--- src/rtl/score_keeper.sv ---
// score_keeper: game-progress controller feeding the level parameter table.
// Counts hits, compares the running score against the table's max_points
// threshold, advances the level with an inter-level pause, and ends the game
// in a WON or LOST state.
//
// Optional feature macro: SCORE_LIVES_EN
//   defined   - misses consume lives; the last life lost ends the game.
//   undefined - any miss ends the game; lives reads a constant 3.
module score_keeper #(
  parameter int MAX_LEVEL    = 8,
  parameter int PAUSE_CYCLES = 100000000,
  parameter int LIVES        = 3
) (
  input  logic        clk,
  input  logic        rst_n,
  input  logic        start,
  input  logic        hit,
  input  logic        miss,
  input  logic [31:0] max_points,
  output logic [3:0]  level,
  output logic [31:0] points,
  output logic [1:0]  lives,
  output logic        playing,
  output logic        level_up,
  output logic        game_won,
  output logic        game_over
);

  typedef enum logic [2:0] {
    S_IDLE,
    S_PLAY,
    S_PAUSE,
    S_WON,
    S_LOST
  } state_t;

  localparam logic [3:0]  LEVEL_FIRST = 4'd1;
  localparam logic [3:0]  LEVEL_LAST  = 4'(MAX_LEVEL);
  localparam logic [31:0] PAUSE_LAST  = 32'(PAUSE_CYCLES - 1);

`ifdef SCORE_LIVES_EN
  localparam logic [1:0]  LIVES_INIT  = 2'(LIVES);
`else
  // Without the lives feature the output is a fixed 3.
  localparam logic [1:0]  LIVES_INIT  = 2'd3;
`endif

  // Reject configurations the pause/lives logic cannot honour.
  if (PAUSE_CYCLES < 2 || LIVES < 1 || LIVES > 3 || MAX_LEVEL < 1 || MAX_LEVEL > 15) begin : g_param_check
    $error("score_keeper: parameter out of range");
  end

  state_t      state;
  logic [31:0] pause_cnt;
  logic [31:0] points_next;
  logic        threshold_hit;

  // Score after accepting the current hit, and whether it clears the level.
  assign points_next   = points + 32'd1;
  assign threshold_hit = (points_next >= max_points);

  // Game state machine; every output is a register updated here.
  // NOTE: asynchronous reset sits in the sensitivity list so it acts without a clock edge.
  always_ff @(posedge clk or negedge rst_n) begin
    if (!rst_n) begin
      state     <= S_IDLE;
      pause_cnt <= '0;
      level     <= LEVEL_FIRST;
      points    <= '0;
      lives     <= LIVES_INIT;
      playing   <= 1'b0;
      level_up  <= 1'b0;
      game_won  <= 1'b0;
      game_over <= 1'b0;
    end else begin
      // NOTE: non-blocking assignments so every register samples pre-edge values;
      // level_up defaults low here and is raised only on the advancing cycle.
      level_up <= 1'b0;

      case (state)
        S_IDLE: begin
          if (start) begin
            state   <= S_PLAY;
            playing <= 1'b1;
          end
        end

        S_PLAY: begin
          if (miss) begin
            // A miss wins over a simultaneous hit; the hit is dropped.
`ifdef SCORE_LIVES_EN
            if (lives > 2'd1) begin
              lives <= lives - 2'd1;
            end else begin
              lives     <= 2'd0;
              state     <= S_LOST;
              playing   <= 1'b0;
              game_over <= 1'b1;
            end
`else
            state     <= S_LOST;
            playing   <= 1'b0;
            game_over <= 1'b1;
`endif
          end else if (hit) begin
            points <= points_next;
            if (threshold_hit) begin
              if (level == LEVEL_LAST) begin
                state    <= S_WON;
                playing  <= 1'b0;
                game_won <= 1'b1;
              end else begin
                level     <= level + 4'd1;
                level_up  <= 1'b1;
                state     <= S_PAUSE;
                playing   <= 1'b0;
                pause_cnt <= '0;
              end
            end
          end
        end

        S_PAUSE: begin
          // The pause also gives the level table time to present the new threshold.
          pause_cnt <= pause_cnt + 32'd1;
          if (pause_cnt == PAUSE_LAST) begin
            state   <= S_PLAY;
            playing <= 1'b1;
          end
        end

        S_WON, S_LOST: begin
          if (start) begin
            state     <= S_IDLE;
            pause_cnt <= '0;
            level     <= LEVEL_FIRST;
            points    <= '0;
            lives     <= LIVES_INIT;
            playing   <= 1'b0;
            game_won  <= 1'b0;
            game_over <= 1'b0;
          end
        end

        default: begin
          state   <= S_IDLE;
          playing <= 1'b0;
        end
      endcase
    end
  end

endmodule

--- config.mk ---
export PLATFORM = sky130hd
export DESIGN_NAME = score_keeper
export DESIGN_NICKNAME = d
export VERILOG_FILES = /design/src/rtl/score_keeper.sv
export SDC_FILE = /design/constraint.sdc
export NUM_CORES = 1
export LEC_CHECK = 0
export ABC_AREA = 1
export CAP_MARGIN = 20
export CORE_AREA = 2 2 141 143
export CTS_BUF_LIST = sky130_fd_sc_hd__clkbuf_2
export CTS_CLUSTER_DIAMETER = 120
export DETAILED_ROUTE_END_ITERATION = 8
export DIE_AREA = 0 0 143 145
export GPL_TIMING_DRIVEN = 0
export PLACE_DENSITY = 0.53
export SYNTH_ARGS = -nofsm -noshare
export SYNTH_HDL_FRONTEND = slang
export SYNTH_SLANG_ARGS = --single-unit
--- constraint.sdc ---
create_clock -name clk -period 3.72 [get_ports clk]
set_input_delay 0.93 -clock clk [delete_from_list [all_inputs] [get_ports clk]]
set_output_delay 0.93 -clock clk [all_outputs]
set_load 0.05 [all_outputs]
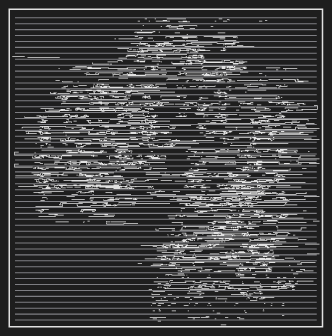
*Signal wires on met1*
Supply wires on this layer in grey.
share of all routed wire: 47%
wire length on this layer: 7490 um
via count: 5574
final wirelength: 15900 um
met1 usage: 20.5%

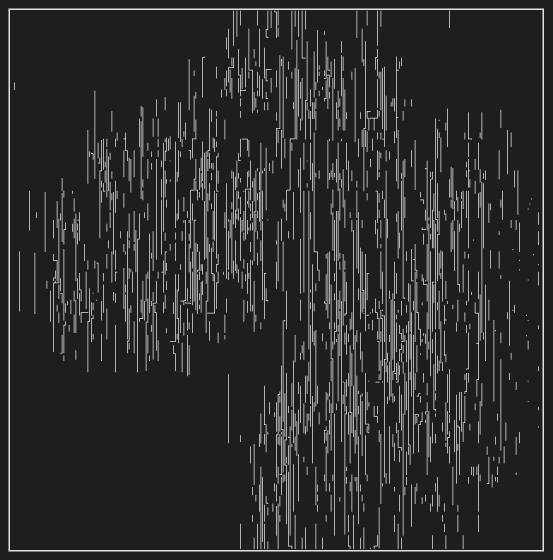
*The metal 2 layer*
wire length on this layer: 7430 um
share of all routed wire: 47%

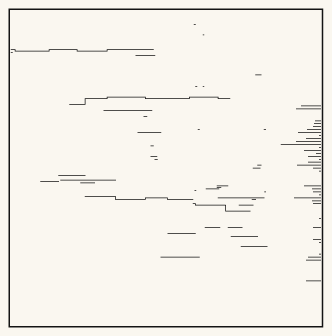
*M3 wires*
share of all routed wire: 4.0%
wire length on this layer: 634 um
nets with wire on the layer: 62

==> results.txt <==
impl run done, here's what came out: Post-route DRC=0, Worst-Skew Late Latency=slightly above 0.6 ns, floorplan utilization=~29%, Layout area overhead=23.8%, top comb family, area=simple AND/OR/NAND/NOR gates, cell mode on critical path=nand2_1, Max Slew Vio Count=0, Pwr Density=506 mW/mm^2, worst-margin pin slew=0.625 ns, r2r worst-path depth=20, tool warnings=27, Top FF cell, synth=dfrtp_1, Critical Path Max Stage Delay=0.46 ns, dpl cells=1193, clock share of power=13.7%, post-place setup slack=-0.527 ns, IO Pins=around 79, Worst Setup SP=points[0], Final Hold Fails=0, DIE AREA=between 0.02 and 0.025 mm^2, clk buf depth=2, Mux area share=0%, share of layout cells above drive strength 1=7.58%, Commonest Layout Cell=nand2_1, AND-OR/OR-AND Cells, Area Fraction=8.21%, Arr. time, crit path=3.99 ns, vias per cell=around 4.6, Largest regs=pause_cnt: 32 flops, points: 32 flops, level: 4 flops, class of the worst hold path=input port to async pin, Worst setup endpoint=pause_cnt[9], Seq/Total Area, Yosys=33.3%, Resized Gates After CTS=10, buffering overhead=12.8%, largest net degree at the start of global routing=40, CTS tree=done, VDD IR max=0.138 mV, RePlAce Congestion=0.872, Adder Area Share=7.99%, max-cap viol count=0, Core Area=0.0192 mm^2, Chip Area, Yosys=0.00564 mm^2, number of iterations in the first detailed-routing pass=5, Simple Share, Synth=between 30 and 40%, CTS Sinks=around 75, Yosys Instances=roughly 850, Fmax=0.288 GHz, Period Utilization, post-route=just over 90%, Die Wd=~140 um, RSZ-0062 raised after global routing=false, CP required=4.24 ns, Final ANT Viol Nets=0, worst flop-to-flop path startpoint=points[0], hold buffers post-CTS=0, busiest metal layer after global routing=met2, status=complete, no violations, input/output buffers=between 70 and 80, n_taps=around 270, Leak=3.45 nW, critical path fanouts, max=10, most frequent cells in the layout=nand2_1 (282), inv_1 (129), nor2_1 (74), clkdlybuf4s50_1 (74), dfrtp_1 (73), post-CTS setup buffers=3, leading cell type by number of instances after synthesis=nand2_1, die height=145 um, synthesized area=between 0.005 and 0.006 mm^2, grt met3 use=3.60%, synth warn=0, Crit. End Element=flip-flop, Cell Type Count=38, final core occ=between 30% and 40%, r2r endpoint=pause_cnt[9], met2 usage=25.7%, FF+latch count=75, number of DRC markers in iteration 0=269
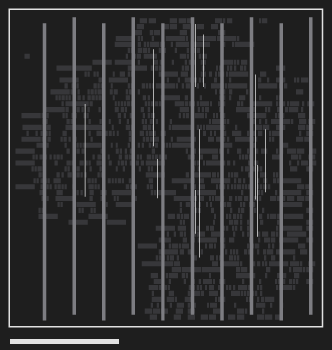
*The metal 4 layer*
Scale bar: 50 um. Supply wires on this layer in grey.
nets with wire on the layer: 9
share of all routed wire: 2.2%
wire length on this layer: 353 um

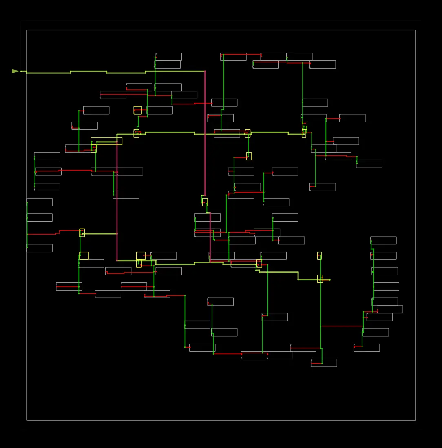
*Clock routing*
Num CTS Buffers: 9
P_clk: 0.000483 W

power groups by stage:
stage	Clock, W	Combinational (W)	Sequential [W]
after floorplan	0	0.000898	0.00146
after global placement	0	0.00186	0.00112
after detailed placement	0	0.00186	0.00112
after CTS	0.000504	0.00195	0.00110
after global routing	0.000542	0.00214	0.00112
final	0.000483	0.00195	0.00110
worst register-to-register path, stage by stage (launching register included):
cell and delay, ns:
dfrtp_2 0.46, buf_4 0.11, buf_4 0.13, inv_1 0.06, nor3_4 0.27, nand2_1 0.20, nor2_2 0.24, nand2_1 0.17
xor2_1 0.20, inv_1 0.06, ha_1 0.28, a21oi_1 0.14, o21ai_0 0.08, nand2_1 0.06, nand2_1 0.07, a21oi_2 0.20
nand3_4 0.16, nand3_4 0.16, buf_4 0.20, nand2_1 0.06, nand2_1 0.06
Power figures rest on the tool's default switching activity, not on a simulated workload.
